[src/rtl/bus_datapath_pkg.sv]
// Shared definitions for the bus datapath and its controller: bus widths
// and the ALU select codes, kept in one place so both sides agree.
package bus_datapath_pkg;

  localparam int DATA_W   = 8;
  localparam int ADDR_W   = 8;
  localparam int OPCODE_W = 4;

  typedef enum logic [2:0] {
    ALU_ADD   = 3'b000,
    ALU_SUB   = 3'b001,
    ALU_AND   = 3'b010,
    ALU_OR    = 3'b011,
    ALU_XOR   = 3'b100,
    ALU_NOTA  = 3'b101,
    ALU_PASSB = 3'b110,
    ALU_PASSA = 3'b111
  } alu_sel_e;

endpackage

[src/rtl/bus_datapath_if.sv]
// Controller <-> datapath signal bundle. The controller (master) drives the
// strobes, bus enables, ALU select and program-memory data; the datapath
// (slave) returns the opcode, both buses, the accumulator and the flags.
interface bus_datapath_if;
  import bus_datapath_pkg::*;

  logic                c0;
  logic                c1;
  logic                c2;
  logic                c3;
  logic                c4;
  logic                en1;
  logic                en2;
  logic                en3;
  logic                en4;
  logic                en5;
  logic                en6;
  logic [2:0]          s1;
  logic [DATA_W-1:0]   pm_rdata;
  logic [OPCODE_W-1:0] opcode;
  logic [ADDR_W-1:0]   addr_bus;
  logic [DATA_W-1:0]   data_bus;
  logic [DATA_W-1:0]   acc;
  logic                zf;
  logic                cf;
  logic                bus_conflict;

  modport master (
    output c0, c1, c2, c3, c4, en1, en2, en3, en4, en5, en6, s1, pm_rdata,
    input  opcode, addr_bus, data_bus, acc, zf, cf, bus_conflict
  );

  modport slave (
    input  c0, c1, c2, c3, c4, en1, en2, en3, en4, en5, en6, s1, pm_rdata,
    output opcode, addr_bus, data_bus, acc, zf, cf, bus_conflict
  );

endinterface

[src/rtl/bus_datapath_alu_core.sv]
// Combinational 8-bit ALU. Carry-out is only meaningful for add (carry)
// and subtract (borrow, i.e. a < b); every other operation reports 0.
module alu_core
  import bus_datapath_pkg::*;
(
  input  logic [DATA_W-1:0] a,
  input  logic [DATA_W-1:0] b,
  input  logic [2:0]        sel,
  output logic [DATA_W-1:0] y,
  output logic              cout
);

  // Select the operation; result and carry default to zero first
  always_comb begin
    y    = '0;
    cout = 1'b0;
    case (sel)
      ALU_ADD:   {cout, y} = {1'b0, a} + {1'b0, b};
      ALU_SUB:   begin
                   y    = a - b;
                   cout = (a < b);
                 end
      ALU_AND:   y = a & b;
      ALU_OR:    y = a | b;
      ALU_XOR:   y = a ^ b;
      ALU_NOTA:  y = ~a;
      ALU_PASSB: y = b;
      ALU_PASSA: y = a;
      default:   y = '0;
    endcase
  end

endmodule

[src/rtl/bus_datapath.sv]
// Accumulator datapath around a shared address bus and data bus. Both buses
// are priority muxes, so a register loading from a bus it also drives just
// reloads its own value; all feedback goes through registers.
module bus_datapath
  import bus_datapath_pkg::*;
(
  input  logic          clk,
  input  logic          rst,
  bus_datapath_if.slave bus
);

  logic [ADDR_W-1:0] pc;
  logic [ADDR_W-1:0] mar;
  logic [DATA_W-1:0] ir;
  logic [DATA_W-1:0] mdr;
  logic [DATA_W-1:0] acc_q;
  logic              zf_q;
  logic              cf_q;
  logic              conflict_q;

  logic [ADDR_W-1:0] addr_mux;
  logic [DATA_W-1:0] data_mux;
  logic [DATA_W-1:0] alu_y;
  logic              alu_cout;
  logic [2:0]        data_drivers;
  logic              conflict_next;

  alu_core u_alu (
    .a    (acc_q),
    .b    (mdr),
    .sel  (bus.s1),
    .y    (alu_y),
    .cout (alu_cout)
  );

  // Address bus: PC wins over MAR, idle bus reads zero
  always_comb begin
    addr_mux = '0;
    if (bus.en1)      addr_mux = pc;
    else if (bus.en2) addr_mux = mar;
  end

  // Data bus: memory > ALU > IR > MDR, idle bus reads zero
  always_comb begin
    data_mux = '0;
    if (bus.en3)      data_mux = bus.pm_rdata;
    else if (bus.en4) data_mux = alu_y;
    else if (bus.en5) data_mux = ir;
    else if (bus.en6) data_mux = mdr;
  end

  // Flag any bus that has more than one enabled driver this cycle
  always_comb begin
    data_drivers  = {2'b00, bus.en3} + {2'b00, bus.en4}
                  + {2'b00, bus.en5} + {2'b00, bus.en6};
    conflict_next = (bus.en1 & bus.en2) | (data_drivers >= 3'd2);
  end

  // Register file, accumulator/flags and the registered conflict flag
  always_ff @(posedge clk or posedge rst) begin
    if (rst) begin
      pc         <= '0;
      mar        <= '0;
      ir         <= '0;
      mdr        <= '0;
      acc_q      <= '0;
      zf_q       <= 1'b0;
      cf_q       <= 1'b0;
      conflict_q <= 1'b0;
    end else begin
      if (bus.c1) pc  <= pc + 8'd1;
      if (bus.c2) mar <= data_mux;
      if (bus.c3) ir  <= data_mux;
      if (bus.c4) mdr <= data_mux;
      if (bus.c0) begin
        acc_q <= alu_y;
        zf_q  <= (alu_y == '0);
        cf_q  <= alu_cout;
      end
      conflict_q <= conflict_next;
    end
  end

  assign bus.opcode       = ir[DATA_W-1 -: OPCODE_W];
  assign bus.addr_bus     = addr_mux;
  assign bus.data_bus     = data_mux;
  assign bus.acc          = acc_q;
  assign bus.zf           = zf_q;
  assign bus.cf           = cf_q;
  assign bus.bus_conflict = conflict_q;

endmodule

[src/flat_wrapper.sv]
// flat-port wrapper written by rule: the top's interface ports become plain ports
module bus_datapath_flat import bus_datapath_pkg::*;
  (clk, rst, bus_c0, bus_c1, bus_c2, bus_c3, bus_c4, bus_en1, bus_en2, bus_en3, bus_en4, bus_en5, bus_en6, bus_s1, bus_pm_rdata, bus_opcode, bus_addr_bus, bus_data_bus, bus_acc, bus_zf, bus_cf, bus_bus_conflict);
  bus_datapath_if bus_i ();
  input  logic clk;
  input  logic rst;
  input wire logic [$bits(bus_i.c0)-1:0] bus_c0;
  input wire logic [$bits(bus_i.c1)-1:0] bus_c1;
  input wire logic [$bits(bus_i.c2)-1:0] bus_c2;
  input wire logic [$bits(bus_i.c3)-1:0] bus_c3;
  input wire logic [$bits(bus_i.c4)-1:0] bus_c4;
  input wire logic [$bits(bus_i.en1)-1:0] bus_en1;
  input wire logic [$bits(bus_i.en2)-1:0] bus_en2;
  input wire logic [$bits(bus_i.en3)-1:0] bus_en3;
  input wire logic [$bits(bus_i.en4)-1:0] bus_en4;
  input wire logic [$bits(bus_i.en5)-1:0] bus_en5;
  input wire logic [$bits(bus_i.en6)-1:0] bus_en6;
  input wire logic [$bits(bus_i.s1)-1:0] bus_s1;
  input wire logic [$bits(bus_i.pm_rdata)-1:0] bus_pm_rdata;
  output wire logic [$bits(bus_i.opcode)-1:0] bus_opcode;
  output wire logic [$bits(bus_i.addr_bus)-1:0] bus_addr_bus;
  output wire logic [$bits(bus_i.data_bus)-1:0] bus_data_bus;
  output wire logic [$bits(bus_i.acc)-1:0] bus_acc;
  output wire logic [$bits(bus_i.zf)-1:0] bus_zf;
  output wire logic [$bits(bus_i.cf)-1:0] bus_cf;
  output wire logic [$bits(bus_i.bus_conflict)-1:0] bus_bus_conflict;
  assign bus_i.c0 = bus_c0;
  assign bus_i.c1 = bus_c1;
  assign bus_i.c2 = bus_c2;
  assign bus_i.c3 = bus_c3;
  assign bus_i.c4 = bus_c4;
  assign bus_i.en1 = bus_en1;
  assign bus_i.en2 = bus_en2;
  assign bus_i.en3 = bus_en3;
  assign bus_i.en4 = bus_en4;
  assign bus_i.en5 = bus_en5;
  assign bus_i.en6 = bus_en6;
  assign bus_i.s1 = bus_s1;
  assign bus_i.pm_rdata = bus_pm_rdata;
  assign bus_opcode = bus_i.opcode;
  assign bus_addr_bus = bus_i.addr_bus;
  assign bus_data_bus = bus_i.data_bus;
  assign bus_acc = bus_i.acc;
  assign bus_zf = bus_i.zf;
  assign bus_cf = bus_i.cf;
  assign bus_bus_conflict = bus_i.bus_conflict;
  bus_datapath u_core (.clk(clk), .rst(rst), .bus(bus_i));
endmodule
[config.mk]
export PLATFORM = sky130hd
export DESIGN_NAME = bus_datapath_flat
export DESIGN_NICKNAME = d
export VERILOG_FILES = /design/src/rtl/bus_datapath_pkg.sv /design/src/rtl/bus_datapath_if.sv /design/src/rtl/bus_datapath_alu_core.sv /design/src/rtl/bus_datapath.sv /design/src/flat_wrapper.sv
export SDC_FILE = /design/constraint.sdc
export NUM_CORES = 1
export LEC_CHECK = 0
export ABC_AREA = 1
export CAP_MARGIN = 20
export CORE_ASPECT_RATIO = 1.4
export CORE_MARGIN = 5
export CORE_UTILIZATION = 32
export CTS_CLUSTER_DIAMETER = 150
export CTS_CLUSTER_SIZE = 8
export DETAILED_ROUTE_END_ITERATION = 6
export GPL_TIMING_DRIVEN = 0
export PLACE_DENSITY = 0.59
export SYNTH_ARGS = -nofsm -noshare
export SYNTH_HDL_FRONTEND = slang
export SYNTH_SLANG_ARGS = --single-unit
[constraint.sdc]
create_clock -name clk -period 4.22 [get_ports clk]
set_input_delay 0.844 -clock clk [delete_from_list [all_inputs] [get_ports clk]]
set_output_delay 0.844 -clock clk [all_outputs]
set_load 0.05 [all_outputs]
==> reports/qor.txt, run 1 <==
CTS resizes = 8
Commonest cells post-synth = 144 x nand2_1, 73 x inv_1, 50 x nand3_1
part of the cycle the worst path needs = 0.979
synth warn = 0
maxcap violations = 0
final setup vio count = 0
P_int = 1150 uW
skew final = 0.00531 ns
yosys stat area = 3510 um2
part of the power in combinational logic = 0.506
CTS Buf Count = 5
Net Switching = 976 uW
FF-to-FF setup slack = 1.90 ns
Sw Ratio = 0.458
fp_density = 0.325
Max FO, Critical Path = 10
initial antenna violation count = 0
CTS root buf = clkbuf_16
Log Warnings = 42
number of enable flip-flop cells = 0
FILL cells = 1169
CP startpoint kind = input pin
delay-heaviest family, CP = buffers and inverters
Top-Level Pins = 55
Tot GR Track Use = 0.172
number of cells in Yosys stat = 520
Clk power = 454 uW
critical-path cell with the highest stage delay = clkdlybuf4s15_1
Vias/cell = 5.01
worst vdd ir = 322 uV
Nets = 631
clock share of power = 0.213
synthesized area per cell = 6.75 um2
Post-Syn Area = 3510 um2
CP Capture Type = output port
Top power group = combinational cells
H-tree depth = 2
cts hold-fix bufs = 0
first-pass GRT wire length = 18000 um
Seq share, synth = 0.306
Die H = 134 um
maximum clock rate = 242 MHz
Area growth syn-to-layout = 24.7%
static leakage = 0.00223 uW
ANT cells = 0
cell breakdown of the critical path = clkdlybuf4s50_1, buf_4, nand3_1, or2_1, nand3_1, nor3_1, nand3_1, nand2_1, a21boi_1, clkdlybuf4s15_1
Critical R2R Capture = u_core.bus.zf
half-perimeter wire length after placement = 9070 um
crit path time final = 4.13 ns
Reg area = 1080 um2
hold depth = 1
most frequent cell on the critical path = nand3_1
RSZ-0062 raised after global routing = false
Hold Crit Class = flip-flop to flip-flop
# rows = 45
gr ovfl total = 0
P_seq = 598 uW
via count = 3607
number of DRC markers in iteration 0 = 156
die width = 98.5 um
FFs w/ async S/R, synth = 1.00
Floorplan Nets = 573
Synth Instances = 520
WP data required = 3.38 ns
number of global-route vias before repair = 3569
# port buffers = 50
Registers, synthesis = 43
Top cells excl fill/tap = 144 x nand2_1, 72 x inv_1, 50 x nand3_1
most numerous cell in the Yosys netlist = nand2_1
HP Start = u_core.pc[7]
RR Startpoint = u_core.bus.acc[0]
most numerous logic cell after layout = nand2_1
CTS tree = built
logic area = 2060 um2
max-slew violations = 0
largest net degree at the start of global routing = 31
combinational power = 1080 uW
Sink Count = 43
outcome = complete, no violations
slew margin rel. = 0.643
==> run 1: layout make-up <==
cell class,count,area share
multi-input cells,383,0.469
well taps,141,0.0403
flip-flops and latches,43,0.246
clock inverters,2,0.00800
clock buffers,6,0.0317
inverters,76,0.0651
plain buffers,18,0.0231
repair buffers,51,0.117
==> run 1: worst max-delay path by stage <==
stage,from,depth (start not counted),to,slack (ns)
CTS,bus_s1[0],10,bus_data_bus[0],0.01
global placement,bus_s1[1],8,bus_data_bus[4],-0.23
global route,bus_s1[0],10,bus_data_bus[5],0.004
detailed placement,bus_s1[1],8,bus_data_bus[4],-0.25
finish,bus_s1[1],10,bus_data_bus[6],0.09
floorplan,u_core.bus.acc[2],13,bus_data_bus[5],0.41
==> run 1: cells by family after synthesis <==
logic type | Yosys count | synth area share
AOI/OAI and AO/OA | 81 | 0.125
xor gates and xnor gates | 6 | 0.0150
adders and majority gates | 29 | 0.108
buffers and inverters | 94 | 0.110
DFF | 43 | 0.306
and+or+nand+nor | 267 | 0.336
==> run 1: layer usage <==
metal	part of all wire	up-vias	wire length, um	GRT usage
li1	-	1793	-	-
met1	0.40	1682	4500	0.193
met2	0.51	104	5660	0.316
met3	0.051	28	572	0.0297
met4	0.040	0	447	0.0759
met5	0	-	0	0
==> run 1: through the flow <==
step / setup WS [ns] / util / setup TNS, ns / area [um2] / total power (uW)
final: 0.0889 / 0.405 / 0 / 4380 / 2130
after global routing: 0.00414 / 0.405 / 0 / 4380 / 2290
after CTS: 0.0149 / 0.405 / 0 / 4380 / 2140
after detailed placement: -0.245 / 0.389 / -0.800 / 4210 / 1680
after global placement: -0.225 / 0.388 / -0.592 / 4190 / 1670
after floorplan: 0.409 / - / 0 / 3510 / 1350
==> run_1/wire_density.png <==
Scale: 3 px per um. 20 x 27 tiles, from black (low) to pale yellow (high), scaled to the fullest tile. Values are wire area over tile area, all layers added.
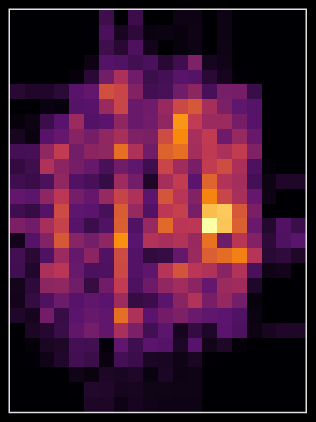
The fullest tile reaches 0.68. 28% of the tiles are nearly empty. The emptiest ninth of the die: lower right.

==> run_1/drive_strength.png <==
Scale: 4 px per um.
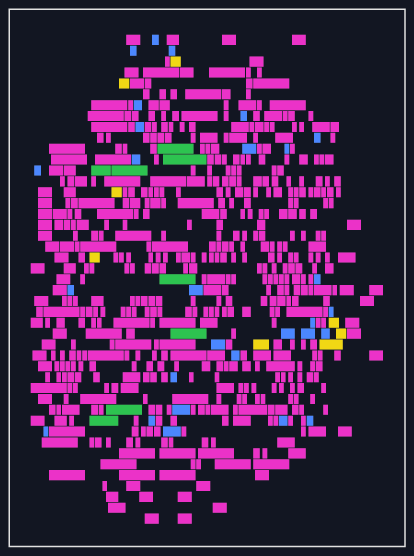
Blue shows drive 2, cells 28, share 4.8%, most used buf_2. Green shows drive 6 and up, cells 8, share 1.4%, most used clkbuf_16. Magenta shows drive 1 or less, cells 535, share 92%, most used nand2_1. Yellow shows drive 3 to 4, cells 8, share 1.4%, most used buf_4.

==> run_1/clock_map.png <==
Scale: 3 px per um.
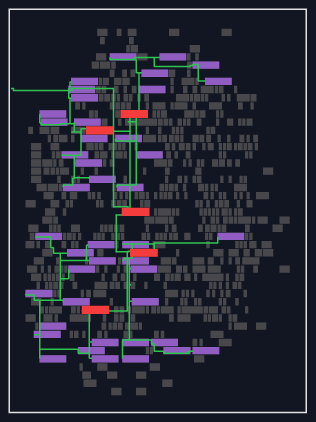
Green shows clock wires, length 622 um. Purple shows flip-flops, count 43. Red shows cells driving clock nets, count 5.
There are 6 routed clock nets.

==> run_1/met3.png <==
Scale: 4 px per um.
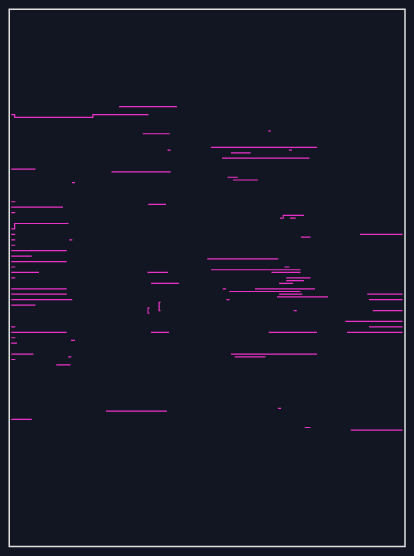
The wires run mostly horizontal. The layer holds 5.1% of the routed length. The longest straight run is 26.2 um. The layer carries 572 um of wire.

==> run_1/final_clocks.png <==
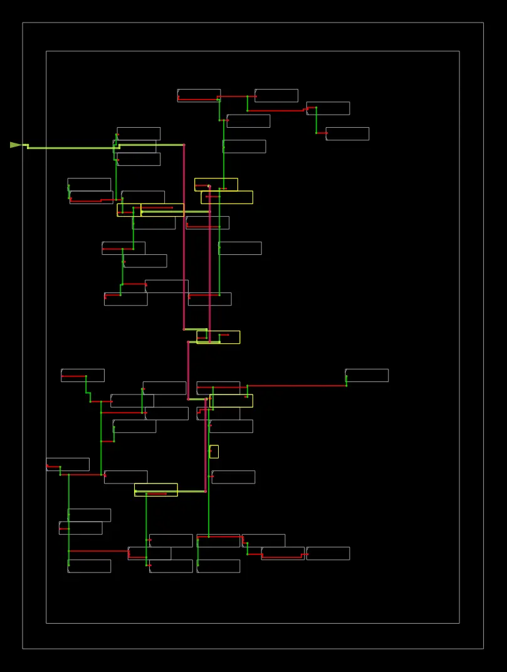

==> run 2: changes to the inputs <==
- CORE_UTILIZATION: 32 -> 35
- PLACE_DENSITY: 0.59 -> 0.63
==> run_2/final_clocks.png <==
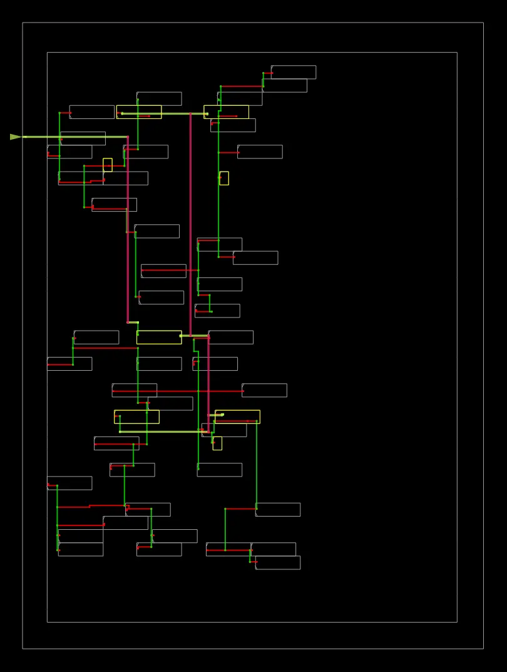
clk latency late pin: 0.29 ns
Clk power: 379 uW
sequential cell count: 43

==> run 2 against run 1 <==
Net effect:
- hold slack better by 0.0020 ns
- clock power is 17% lower
- via count is 1.2% higher
- global-route usage is 2.1 points higher
- sequential power hardly changed
- non-clock buffer count stayed put
- critical endpoint is now bus_data_bus[4]
==> reports/qor.txt, run 2 <==
crit path time final = 4.11 ns (-0.0243 ns)
Hold Crit Class = flip-flop to flip-flop
gr ovfl total = 0 (unchanged)
P_int = 1070 uW (-6.8%)
CTS resizes = 9 (+1)
ANT cells = 0 (unchanged)
maximum clock rate = 243 MHz (+0.59%)
Top cells excl fill/tap = 144 x nand2_1, 72 x inv_1, 50 x nand3_1
P_seq = 597 uW (about the same)
max layer used = met4
Top power group = combinational cells
Log Warnings = 42 (unchanged)
M3 GR Usage = 0.0310 (+0.00134)
setup_tns = 0 ns (unchanged)
CP Launch Point = bus_s1[0]
CP Capture Type = output port
die width = 94.7 um (-3.9%)
met3 wire len = 559 um (-2.3%)
# port buffers = 50 (unchanged)
synthesized area per cell = 6.75 um2 (unchanged)
first-pass GRT wire length = 18400 um (+2.3%)
part of the power in combinational logic = 0.526 (+0.020)
clock share of power = 0.184 (-0.029)
number of enable flip-flop cells = 0 (unchanged)
final setup vio count = 0 (unchanged)
Floorplan Nets = 573 (unchanged)
met2 WL = 5750 um (+1.6%)
max-slew violations = 0 (unchanged)
simple-gate share of the synthesized area = 0.336 (unchanged)
initial antenna violation count = 0 (unchanged)
Nets = 631 (unchanged)
RSZ-0062 raised after global routing = false
XORs/XNORs by Area = 0.0150 (unchanged)
most numerous logic cell after layout = nand2_1
Mux area share = 0 (unchanged)
via count = 3649 (+1.2%)
HP Start = u_core.ir[0]
Registers, synthesis = 43 (unchanged)
Synth Instances = 520 (unchanged)
FILL cells = 1045 (-11%)
Post-Syn Area = 3510 um2 (unchanged)
number of DRC markers in iteration 0 = 127 (-19%)
outcome = complete, no violations
GR Util met1 = 0.214 (+0.0213)
fp_density = 0.357 (+0.0318)
most numerous cell in the Yosys netlist = nand2_1
half-perimeter wire length after placement = 8890 um (-1.9%)
CP startpoint kind = input pin
Sink Count = 43 (unchanged)
Area growth syn-to-layout = 23.4%
Pwr Total = 2060 uW (-3.2%)
cts hold-fix bufs = 0 (unchanged)
CTS tree = built
WP data required = 3.38 ns (about the same)
Max FO, Critical Path = 7 (-3)
Sw Ratio = 0.479 (+0.0202)
part of the cycle the worst path needs = 0.973 (-0.00575)
number of cells in Yosys stat = 520 (unchanged)
# rows = 43 (-4.4%)
number of global-route vias before repair = 3739 (+4.8%)
static leakage = 0.00221 uW (-1.0%)
RR Startpoint = u_core.bus.acc[2]
synth warn = 0 (unchanged)
M1 wire length = 4240 um (-5.9%)
==> run_2/clock_map.png <==
Scale: 3 px per um.
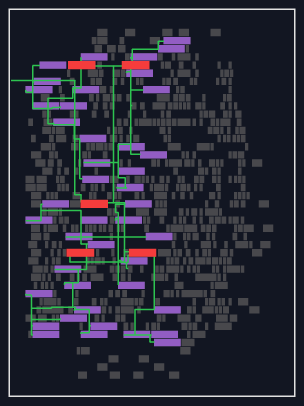
Red shows cells driving clock nets, count 5. Green shows clock wires, length 632 um. Purple shows flip-flops, count 43.
There are 6 routed clock nets.

-- run 2: worst paths after layout --
| kind | cells past startpoint | end | slack (ns) |
|---|---|---|---|
| hold reg to reg | 2 | u_core.ir[0] | 0.48 |
| setup / recovery | 10 | bus_data_bus[4] | 0.11 |
| hold / removal | 2 | u_core.ir[0] | 0.48 |
| min in group asynchronous | 2 | u_core.pc[0] | 0.74 |
| setup reg to reg | 17 | u_core.mdr[7] | 1.82 |
| max in group asynchronous | 3 | u_core.ir[5] | 3.05 |
-- run 2: cells by family after synthesis --
| group | Yosys count |
|---|---|
| buf+inv | 94 |
| flops | 43 |
| compound gates | 81 |
| xor+xnor | 6 |
| fa+ha+maj | 29 |
| simple gates | 267 |
-- run 2: cell type report --
class	count	area [um2]	share of cell area
multi-input cells	383	2060	0.475
flip-flops and latches	43	1080	0.248
repair buffers	51	503	0.116
inverters	76	285	0.0658
well taps	135	169	0.0390
clock buffers	5	125	0.0289
plain buffers	18	101	0.0234
clock inverters	3	15.0	0.00346
-- run 2: stage by stage --
stage | utilization | instance area (um2) | std cells | setup WS, ns
global route | 0.440 | 4340 | 714 | 0.0297
CTS | 0.441 | 4340 | 714 | 0.101
global placement | 0.425 | 4180 | 705 | -0.225
detailed placement | 0.427 | 4200 | 706 | -0.163
floorplan | - | 3510 | 520 | 0.409
finish | 0.440 | 4340 | 714 | 0.113
-- run 2: worst max-delay path, stage by stage --
cell and delay, ns:
clkdlybuf4s50_1 0.71, nand2_2 0.18, nor2_4 0.23, inv_1 0.09, o22ai_1 0.12, nor2_1 0.05
nand4_1 0.16, nand2_1 0.10, a21boi_0 0.21, dlygate4sd2_1 0.56
==> run 3: changes to the inputs <==
- HOLD_SLACK_MARGIN: unset -> 0.1
==> run_3/clock_map.png <==
Scale: 3 px per um.
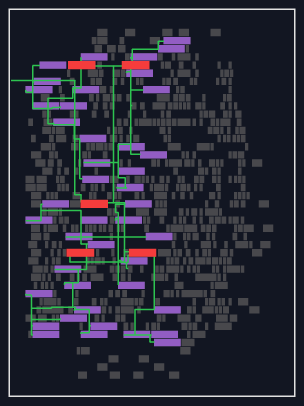
Purple shows flip-flops, count 43. Green shows clock wires, length 632 um. Red shows cells driving clock nets, count 5.
There are 6 routed clock nets.

==> run 3 against run 2 <==
Net effect:
- critical path depth unchanged
- sequential power about the same
- non-clock buffer count unchanged
- flip-flop count unchanged
- synthesized cell count unchanged
- worst setup slack unchanged
- global-route usage unchanged
==> reports/qor.txt, run 3 <==
Top-Level Pins = 55
part of the cycle the worst path needs = 0.973 (unchanged)
area leader, netlist = dfrtp_1
core area = 9850 um2
gr ovfl total = 0 (unchanged)
sequential cell count = 43 (unchanged)
Signal buf overhead = 0.139 (unchanged)
Hold Fails Final Rpt = 0
first-pass GRT wire length = 18400 um (unchanged)
number of cells in Yosys stat = 520 (unchanged)
largest net degree at the start of global routing = 41
Max FO, Critical Path = 7 (unchanged)
initial antenna violation count = 0 (unchanged)
maximum clock rate = 243 MHz (unchanged)
Least-Margin Pin Slew = 0.525 ns
most numerous cell in the Yosys netlist = nand2_1
CP Capture Type = output port
top cells, area = dfrtp_1 31%, nand2_1 15%, ha_1 9.6%
number of enable flip-flop cells = 0 (unchanged)
maxcap violations = 0
Hold Crit Class = flip-flop to flip-flop
max layer used = met4
# rows = 43 (unchanged)
skew final = 0.00481 ns
Area growth syn-to-layout = 23.4% (unchanged)
Die H = 129 um
crit path time final = 4.11 ns (unchanged)
clk latency late pin = 0.29 ns (about the same)
Cell Type Count = 32
WP data required = 3.38 ns (about the same)
FFs w/ async S/R, synth = 1.00
most numerous logic cell after layout = nand2_1
pwr/cell area = 475 nW/um2
outcome = complete, no violations
clock-cell share of area = 0.0323 (unchanged)
Nets = 631 (unchanged)
M1 wire length = 4240 um (unchanged)
Signal buffers = 69 (unchanged)
half-perimeter wire length after placement = 8890 um (unchanged)
CP startpoint kind = input pin
Top cells excl fill/tap = 144 x nand2_1, 72 x inv_1, 50 x nand3_1
Tot GR Track Use = 0.193
Log Warnings = 42 (unchanged)
pre-CTS WS = -0.163 ns (unchanged)
Seq share, synth = 0.306
ratio of cells with drive above 1 in the final layout = 0.0777
Vias/cell = 5.11
CP Class = input pin to output port
Reg area = 1080 um2 (unchanged)
CTS root buf = clkbuf_16
cts hold-fix bufs = 0 (unchanged)
met2 WL = 5750 um (unchanged)
CP Launch Point = bus_s1[0]
synth warn = 0 (unchanged)
clk buf depth = 2
CTS tree = built
# Taps = 135 (unchanged)
via count = 3649 (unchanged)
critical-path cell with the highest stage delay = clkdlybuf4s50_1
Floorplan Nets = 573 (unchanged)
Routability Congestion = 0.927
yosys stat area = 3510 um2
delay-heaviest family, CP = buffers and inverters
drt drc = 0
clkbuf count = 5 (unchanged)
hold slack = 0.482 ns
Setup crit end = bus_data_bus[4]
Worst R2R Path Depth = 17 (unchanged)
worst vdd ir = 264 uV
Commonest cells post-synth = 144 x nand2_1, 73 x inv_1, 50 x nand3_1
ANT cells = 0 (unchanged)
Registers, synthesis = 43 (unchanged)
H-tree depth = 2
FILL cells = 1045 (unchanged)
final wirelength = 11000 um
logic area = 2060 um2 (unchanged)
dominant register cell = dfrtp_1
Comb/total area = 0.475 (unchanged)
Detail Route Antenna Nets = 0
final setup vio count = 0 (unchanged)
CTS Buf Count = 5
Critical R2R Capture = u_core.mdr[7]
FF-to-FF setup slack = 1.82 ns (about the same)
slew margin rel. = 0.650
MI comb cells = 383 (unchanged)
Top class by area = combinational gates
Bufs and invs on worst path = 3 (unchanged)
Sink Count = 43 (unchanged)
crit path DAT = 3.26 ns
Pwr Total = 2060 uW (unchanged)
Levels on crit path = 10 (unchanged)
proportion of cell area occupied by registers = 0.248 (unchanged)
synthesized area per cell = 6.75 um2 (unchanged)
met3 wire len = 559 um (unchanged)
RR Startpoint = u_core.bus.acc[2]
cell breakdown of the critical path = clkdlybuf4s50_1, nand2_2, nor2_4, inv_1, o22ai_1, nor2_1, nand4_1, nand2_1, a21boi_0, dlygate4sd2_1
RSZ-0062 raised after global routing = false
post-synth top area share = 0.306
Synth Instances = 520 (unchanged)
Post CTS Setup Buffer Count = 0
number of DRC markers in iteration 0 = 127 (unchanged)
Clk pin slew, worst setup/hold paths = 0.06 ns
die footprint = 12200 um2
# port buffers = 50 (unchanged)
max-slew violations = 0 (unchanged)
static leakage = 0.00221 uW (unchanged)
Non-clock inverters = 76 (unchanged)
number of global-route vias before repair = 3739 (unchanged)
CP max stage delay = 0.71 ns (about the same)
Post-Syn Area = 3510 um2 (unchanged)
Setup WS post-layout = 0.113 ns (unchanged)
fp_density = 0.357 (unchanged)
DR WL/cell = 15.5 um
first-pass iteration count of the detailed router = 4
die width = 94.7 um (unchanged)
==> run_3/wire_density.png <==
Scale: 3 px per um. 19 x 26 tiles, from black (low) to pale yellow (high), scaled to the fullest tile. Values are wire area over tile area, all layers added.
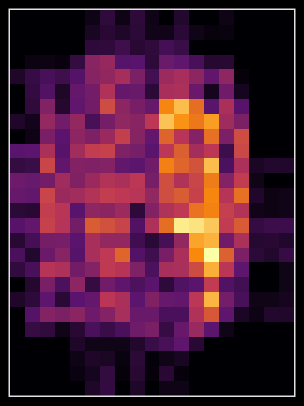
The densest ninth of the die: center. 25% of the tiles are nearly empty. 12% of the tiles are over half the peak. The fullest tile reaches 0.64. The mean over all tiles is 0.15.

==> run 3: cells by family after synthesis <==
| logic type | Yosys count | share of synthesized area |
|---|---|---|
| AOI/OAI and AO/OA | 81 | 0.125 |
| xor gates and xnor gates | 6 | 0.0150 |
| adders and majority gates | 29 | 0.108 |
| buffers and inverters | 94 | 0.110 |
| DFF | 43 | 0.306 |
| and+or+nand+nor | 267 | 0.336 |
==> run 3: worst min path at each step <==
stage,from,endpoint,slack [ns],depth (start not counted)
2_1_floorplan,u_core.pc[7],u_core.pc[7],0.44,1
3_3_place_gp,u_core.ir[3],u_core.ir[3],0.46,2
3_5_place_dp,u_core.ir[0],u_core.ir[0],0.47,2
4_1_cts,u_core.ir[0],u_core.ir[0],0.48,2
5_1_grt,u_core.pc[7],u_core.pc[7],0.51,1
6_report,u_core.ir[0],u_core.ir[0],0.48,2
==> run 3: tightest hold or removal path, delay by kind of cell (launching register included) <==
| family | cells | cell delay, ns |
|---|---|---|
| DFF | 1 | 0.34 |
| AOI/OAI and AO/OA | 1 | 0.06 |
| and+or+nand+nor | 1 | 0.05 |
==> run 3: power breakdown <==
part	internal (uW)	total, uW	switching, uW
sequential	504	597	92.9
clock	216	379	163
combinational	355	1090	730
==> run 3: through the flow <==
step	util	instance area, um2	setup TNS, ns	instances
after global routing	0.440	4340	0	714
final	0.440	4340	0	714
after detailed placement	0.427	4200	-0.539	706
after floorplan	-	3510	0	520
after CTS	0.441	4340	0	714
after global placement	0.425	4180	-0.860	705
==> run 3: repair_timing <==
action                                  4_1_cts  5_1_grt
gates resized                                 9        6
cloned                                        0        0
endpoints found under the setup margin        7        3
==> run 3: metal layers <==
metal | global-route usage | vias to the layer above
li1 | - | 1795
met5 | 0 | -
met1 | 0.214 | 1694
met4 | 0.0909 | 0
met2 | 0.355 | 128
met3 | 0.0310 | 32
Power is estimated from default activity; no workload was simulated.
